===== src/rtl/flash_fetch_unit_pkg.sv =====
// flash_fetch_unit_pkg
//   Shared definitions for the flash fetch path. The state encodings live here
//   next to the control unit's state defines so both ends agree on them.
//   Contents:
//     ff_state_t   - fetch FSM state encoding (INIT / IDLE / ACCESS)
//     ff_sel_half  - selects the Thumb halfword of a 32-bit flash word
package flash_fetch_unit_pkg;

  typedef enum logic [1:0] {
    FF_INIT   = 2'b00,
    FF_IDLE   = 2'b01,
    FF_ACCESS = 2'b10
  } ff_state_t;

  // Little-endian halfword select: byte-address bit 1 picks the upper half.
  function automatic logic [15:0] ff_sel_half(input logic [31:0] word, input logic hi);
    return hi ? word[31:16] : word[15:0];
  endfunction

endpackage


===== src/rtl/fetch_line_buffer.sv =====
// fetch_line_buffer
//   One-word line buffer for the flash fetch unit. Holds the last flash word
//   read, its word tag and a valid bit, and answers hit/halfword lookups
//   combinationally so a hit can be returned on the cycle after the strobe.
// Ports:
//   clk, rst     clock, asynchronous active-high reset (invalidates the line)
//   load         write load_word/load_tag into the line and mark it valid
//   load_tag     word tag (byte address bits [ADDR_W-1:2]) of load_word
//   load_word    32-bit flash word to store
//   lookup_tag   word tag of the current request
//   lookup_hi    byte-address bit 1 of the current request
//   hit          line valid and tag matches lookup_tag
//   half         halfword of the stored word selected by lookup_hi
module fetch_line_buffer
  import flash_fetch_unit_pkg::*;
#(
  parameter int TAG_W = 30
) (
  input  logic             clk,
  input  logic             rst,
  input  logic             load,
  input  logic [TAG_W-1:0] load_tag,
  input  logic [31:0]      load_word,
  input  logic [TAG_W-1:0] lookup_tag,
  input  logic             lookup_hi,
  output logic             hit,
  output logic [15:0]      half
);

  logic [31:0]      word_q;
  logic [TAG_W-1:0] tag_q;
  logic             valid_q;

  always_ff @(posedge clk or posedge rst) begin
    if (rst) begin
      word_q  <= '0;
      tag_q   <= '0;
      valid_q <= 1'b0;
    end else if (load) begin
      word_q  <= load_word;
      tag_q   <= load_tag;
      valid_q <= 1'b1;
    end
  end

  assign hit  = valid_q && (lookup_tag == tag_q);
  assign half = ff_sel_half(word_q, lookup_hi);

endmodule


===== src/rtl/flash_fetch_unit.sv =====
// flash_fetch_unit
//   Flash-side responder for the control unit's instruction fetch. A one-cycle
//   ld_flash strobe requests the Thumb halfword at addr. Hits in the one-word
//   line buffer return on the next cycle; misses read the flash word with
//   WAIT_STATES wait cycles and return WAIT_STATES+1 cycles after the strobe.
//   After reset the unit runs an INIT window with flash_busy high (the control
//   unit leaves its startup state on that rising edge) and preloads the line
//   buffer with the word at RESET_ADDR.
// Ports:
//   clk          system clock, rising edge
//   rst          asynchronous reset, active high
//   ld_flash     read request strobe, sampled at posedge
//   addr         byte address of the halfword; bit 0 ignored
//   flash_busy   high while an access or the init window is in progress
//   instr        fetched halfword; holds between fetches
//   instr_valid  one-cycle pulse when instr is updated
//   mem_rd       read enable to the flash array
//   mem_addr     word-aligned flash address; holds while mem_rd is low
//   mem_rdata    flash data, valid once mem_rd has been high WAIT_STATES cycles
module flash_fetch_unit
  import flash_fetch_unit_pkg::*;
#(
  parameter int                ADDR_W      = 32,
  parameter int                WAIT_STATES = 2,
  parameter int                INIT_CYCLES = 4,
  parameter logic [ADDR_W-1:0] RESET_ADDR  = '0
) (
  input  logic              clk,
  input  logic              rst,
  input  logic              ld_flash,
  input  logic [ADDR_W-1:0] addr,
  output logic              flash_busy,
  output logic [15:0]       instr,
  output logic              instr_valid,
  output logic              mem_rd,
  output logic [ADDR_W-1:0] mem_addr,
  input  logic [31:0]       mem_rdata
);

  localparam int TAG_W    = ADDR_W - 2;
  // The init window must also cover a full flash read of RESET_ADDR.
  localparam int INIT_LEN = (INIT_CYCLES > WAIT_STATES) ? INIT_CYCLES : WAIT_STATES;
  localparam int WCNT_W   = $clog2(WAIT_STATES + 1);
  localparam int ICNT_W   = $clog2(INIT_LEN + 1);

  ff_state_t          state_q, state_d;
  logic [WCNT_W-1:0]  wait_q, wait_d;
  logic [ICNT_W-1:0]  init_q, init_d;
  logic [TAG_W-1:0]   req_tag_q, req_tag_d;
  logic               req_hi_q, req_hi_d;
  logic               busy_d, rd_d, valid_d;
  logic [ADDR_W-1:0]  maddr_d;
  logic [15:0]        instr_d;

  logic               buf_load;
  logic [TAG_W-1:0]   buf_load_tag;
  logic               buf_hit;
  logic [15:0]        buf_half;

  logic               unused_addr_bit;
  assign unused_addr_bit = addr[0];

  fetch_line_buffer #(
    .TAG_W (TAG_W)
  ) u_line_buffer (
    .clk        (clk),
    .rst        (rst),
    .load       (buf_load),
    .load_tag   (buf_load_tag),
    .load_word  (mem_rdata),
    .lookup_tag (addr[ADDR_W-1:2]),
    .lookup_hi  (addr[1]),
    .hit        (buf_hit),
    .half       (buf_half)
  );

  always_ff @(posedge clk or posedge rst) begin
    if (rst) begin
      state_q     <= FF_INIT;
      wait_q      <= '0;
      init_q      <= '0;
      req_tag_q   <= '0;
      req_hi_q    <= 1'b0;
      flash_busy  <= 1'b0;
      mem_rd      <= 1'b0;
      mem_addr    <= '0;
      instr       <= '0;
      instr_valid <= 1'b0;
    end else begin
      state_q     <= state_d;
      wait_q      <= wait_d;
      init_q      <= init_d;
      req_tag_q   <= req_tag_d;
      req_hi_q    <= req_hi_d;
      flash_busy  <= busy_d;
      mem_rd      <= rd_d;
      mem_addr    <= maddr_d;
      instr       <= instr_d;
      instr_valid <= valid_d;
    end
  end

  // All outputs are registered: this block computes their next values.
  // Strobes that arrive outside IDLE are dropped, never queued.
  always_comb begin
    state_d      = state_q;
    wait_d       = wait_q;
    init_d       = init_q;
    req_tag_d    = req_tag_q;
    req_hi_d     = req_hi_q;
    busy_d       = flash_busy;
    rd_d         = mem_rd;
    maddr_d      = mem_addr;
    instr_d      = instr;
    valid_d      = 1'b0;
    buf_load     = 1'b0;
    buf_load_tag = req_tag_q;

    case (state_q)
      FF_INIT: begin
        // init_q==0 is the reset cycle with flash_busy still low, so the
        // first edge after release produces a clean 0->1 on flash_busy.
        if (init_q == ICNT_W'(INIT_LEN)) begin
          buf_load     = 1'b1;
          buf_load_tag = RESET_ADDR[ADDR_W-1:2];
          busy_d       = 1'b0;
          rd_d         = 1'b0;
          init_d       = '0;
          wait_d       = '0;
          state_d      = FF_IDLE;
        end else begin
          busy_d  = 1'b1;
          rd_d    = 1'b1;
          maddr_d = {RESET_ADDR[ADDR_W-1:2], 2'b00};
          init_d  = init_q + 1'b1;
        end
      end

      FF_IDLE: begin
        busy_d = 1'b0;
        rd_d   = 1'b0;
        if (ld_flash) begin
          if (buf_hit) begin
            instr_d = buf_half;
            valid_d = 1'b1;
          end else begin
            busy_d    = 1'b1;
            rd_d      = 1'b1;
            maddr_d   = {addr[ADDR_W-1:2], 2'b00};
            req_tag_d = addr[ADDR_W-1:2];
            req_hi_d  = addr[1];
            wait_d    = WCNT_W'(1);
            state_d   = FF_ACCESS;
          end
        end
      end

      FF_ACCESS: begin
        // wait_q counts cycles mem_rd has been high; at the limit the flash
        // data is valid and is returned directly while the line is refilled.
        if (wait_q == WCNT_W'(WAIT_STATES)) begin
          buf_load = 1'b1;
          instr_d  = ff_sel_half(mem_rdata, req_hi_q);
          valid_d  = 1'b1;
          busy_d   = 1'b0;
          rd_d     = 1'b0;
          wait_d   = '0;
          state_d  = FF_IDLE;
        end else begin
          wait_d = wait_q + 1'b1;
        end
      end

      default: begin
        busy_d  = 1'b0;
        rd_d    = 1'b0;
        init_d  = '0;
        wait_d  = '0;
        state_d = FF_INIT;
      end
    endcase
  end

endmodule


===== config.mk =====
export PLATFORM = sky130hd
export DESIGN_NAME = flash_fetch_unit
export DESIGN_NICKNAME = d
export VERILOG_FILES = /design/src/rtl/flash_fetch_unit_pkg.sv /design/src/rtl/fetch_line_buffer.sv /design/src/rtl/flash_fetch_unit.sv
export SDC_FILE = /design/constraint.sdc
export NUM_CORES = 1
export LEC_CHECK = 0
export CAP_MARGIN = 20
export CELL_PAD_IN_SITES_DETAIL_PLACEMENT = 2
export CELL_PAD_IN_SITES_GLOBAL_PLACEMENT = 2
export CORE_MARGIN = 4
export CORE_UTILIZATION = 39
export DETAILED_ROUTE_END_ITERATION = 16
export PLACE_DENSITY_LB_ADDON = 0.1
export SETUP_SLACK_MARGIN = 0.05
export SLEW_MARGIN = 0
export SYNTH_ARGS = -nofsm -noshare
export SYNTH_HDL_FRONTEND = slang
export SYNTH_HIERARCHICAL = 1
export SYNTH_SLANG_ARGS = --single-unit

===== constraint.sdc =====
create_clock -name clk -period 4.98 [get_ports clk]
set_input_delay 1.245 -clock clk [delete_from_list [all_inputs] [get_ports clk]]
set_output_delay 1.245 -clock clk [all_outputs]
set_load 0.02 [all_outputs]

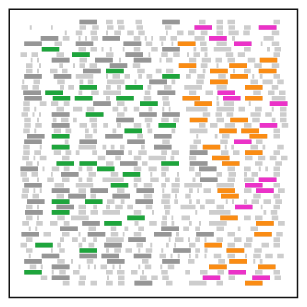
(images/flops_by_reg.png)
Scale: 2 px per um.
[magenta] instr | sequential cells: 16
[orange] u_line_buffer/word_q | sequential cells: 32 | where: a column on the right
[green] req_tag_q | sequential cells: 30
not coloured: 71

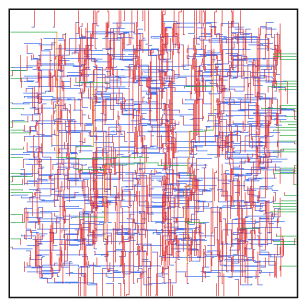
(images/wires.png)
Scale: 2 px per um.
[green] metal 3 | wire length: 639 um
[blue] metal 1 | wire length: 7,490 um
[orange] metal 4 | wire length: 235 um
[red] metal 2 | wire length: 10,100 um

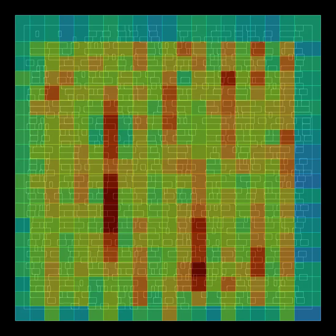
(images/congestion.png)
most used routing layer: met2
GRT met1 Usage: 0.217
global-route total usage across every layer: 0.189
Util after Layout: 0.504

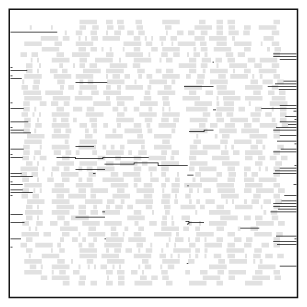
(images/layer_met3.png)
Scale: 2 px per um. Cells faint in the background.
wire length on this layer: 639 um
share of all routed wire: 3.5%

layout make-up:
| class | instances | area (um2) |
|---|---|---|
| fill | 1753 | 8940 |
| sequential | 149 | 3730 |
| multi-input combinational | 355 | 3090 |
| timing repair buffer | 122 | 1210 |
| clock buffer | 21 | 470 |
| tap | 229 | 287 |
| clock inverter | 11 | 149 |
| inverter | 37 | 141 |
synth_stat cells, drive strengths merged, types with 2 or more instances:
cell type	instances
nand2b	3
xnor2	26
nand3	4
nand2	40
buf	22
o21ai	3
a21boi	2
and2	30
mux2	127
inv	37
nor2	18
nor4	2
ha	8
mux2i	47
nor3b	2
o2111a	2
dfrtp	149
nand4	8
clkbuf	12
xor2	4
a21oi	18
cells by family (layout without fill, tap and decap cells):
kind of cell	after synthesis	in the layout	share of synthesized area
muxes	174	174	0.271
DFF	149	149	0.522
and+or+nand+nor	111	111	0.0805
buffers and inverters	71	191	0.0476
AOI/OAI and AO/OA	30	30	0.0278
xor gates and xnor gates	30	30	0.0368
adders and majority gates	8	8	0.0140
other	1	2	0.000525
worst min-delay path by stage:
stage                                startpoint                     to  slack (ps)  cells after the start
final                     u_line_buffer/valid_q  u_line_buffer/valid_q         470                      1
after global placement    u_line_buffer/valid_q  u_line_buffer/valid_q         450                      1
after CTS                 u_line_buffer/valid_q  u_line_buffer/valid_q         470                      1
after global routing      u_line_buffer/valid_q  u_line_buffer/valid_q         490                      1
after detailed placement  u_line_buffer/valid_q  u_line_buffer/valid_q         450                      1
after floorplan           u_line_buffer/valid_q  u_line_buffer/valid_q         430                      1
placed cells by master, fill, tap and decap left out, types with 8 or more instances in the layout:
cell / n
ha_1: 8
xnor2_1: 26
nand4_1: 8
clkdlybuf4s50_1: 114
mux2_2: 78
dfrtp_1: 149
mux2i_1: 47
inv_1: 35
mux2_1: 39
and2_1: 30
mux2_4: 10
a21oi_1: 18
nand2_1: 39
nor2_1: 18
clkbuf_16: 17
registers in the layout, summed over array words and instances (netlist names):
| register | cells |
|---|---|
| wait_q | 2 |
| mem_addr | 30 |
| init_q | 3 |
| u_line_buffer/word_q | 32 |
| u_line_buffer/tag_q | 30 |
| state_q | 2 |
| instr_valid | 1 |
| u_line_buffer/valid_q | 1 |
| instr | 16 |
| mem_rd | 1 |
| req_hi_q | 1 |
| req_tag_q | 30 |
critical path: stages:
cell and delay (ps):
clkdlybuf4s50_1 550, xnor2_1 140, nand4_1 160, or4_1 590, nor4_2 480, nand3_2 170
a22oi_4 180, buf_4 330, mux2_2 380
report_power, final:
group	internal, W	switching, W	leakage, nW	total (W)
sequential	0.00170	0.000310	1.94	0.00201
clock	0.000829	0.000511	0.296	0.00134
combinational	0.00118	0.00111	1.89	0.00229
per-stage QoR:
stage	cells	setup WS, ps	hold slack [ps]	total power (W)	utilization
final	924	1050	465	0.00564	0.504
after CTS	923	1040	470	0.00573	0.503
after detailed placement	891	590	452	0.00434	0.468
after floorplan	575	1510	431	0.00352	-
after global placement	891	607	446	0.00417	0.468
after global routing	924	877	493	0.00601	0.504
==> out/qor.yml <==
final_timing:
  final.setup_skew_ps: 9.81
  worst_tran_pin_value_ps: 1090
  slew-limit-headroom: 0.273
  setup_viol: 0
  setup_total_negative_slack_ps: 0
  drv_slew: 0
  post-route-min-period_ps: 3930
  hold_viol_final: 0
  setup_repair_after_global_routing_missed_its_margin: "no"
pwr:
  max-vdd-ir-drop_uv: 301
  power.static_leakage_nw: 4.13
global_routing:
  antenna_found_initial: 0
  grt_remaining_overflow: 0
  grt.met2_usage: 0.357
  grt_pass1_wl_mm: 29.9
  grt_max_degree: 64
floorplan:
  rows: 49
  starting_density: 0.397
synth:
  syn-mean-instance-area_um2: 12.5
  synth.top_cell.area_share: 0.522
  seq_area_frac_synth: 0.522
  yosys_warnings: 6
  synth_stat.cells: 574
  synth-edff-count: 0
  synth_flops: 149
cts:
  clkSlewWorstSetupHoldPaths_ps: 60
  cts_inserted_buffers: 17
  ctsLongestPathBuffers: 2
  clock_latency_ps: 430
  post_cts_resized: 0
detailed_routing:
  detail-route-antenna-nets: 0
  vias_per_cell: 5.05
  wl_met2_mm: 10.1
  detail_route.wirelength.met1_mm: 7.49
  drt_total_wl_mm: 18.5
  number_of_drc_violations_after_detailed_routing: 0
  dr.first_iter.drc_count: 103
setup_path:
  crit_required_ps: 5280
  timing.critical_path.fanout_max: 16
  worstReg2RegEnd: "instr[6]"
  rrSetupSlack_ps: 1990
  worst_reg2reg_path_startpoint: "u_line_buffer/tag_q[8]"
  cp-endpoint: "instr[6]"
  cp_data_arrival_time_ps: 4230
final_layout:
  flow.area_growth_from_synthesis_pct: 27.0
  final_layout_size_suffix_gt1_frac: 0.199
  antennaDiodeCount: 0
outcome:
  status: "complete, no violations"
place:
  global_placer_s_final_weighted_congestion: 0.717
Power figures rest on the tool's default switching activity, not on a simulated workload.
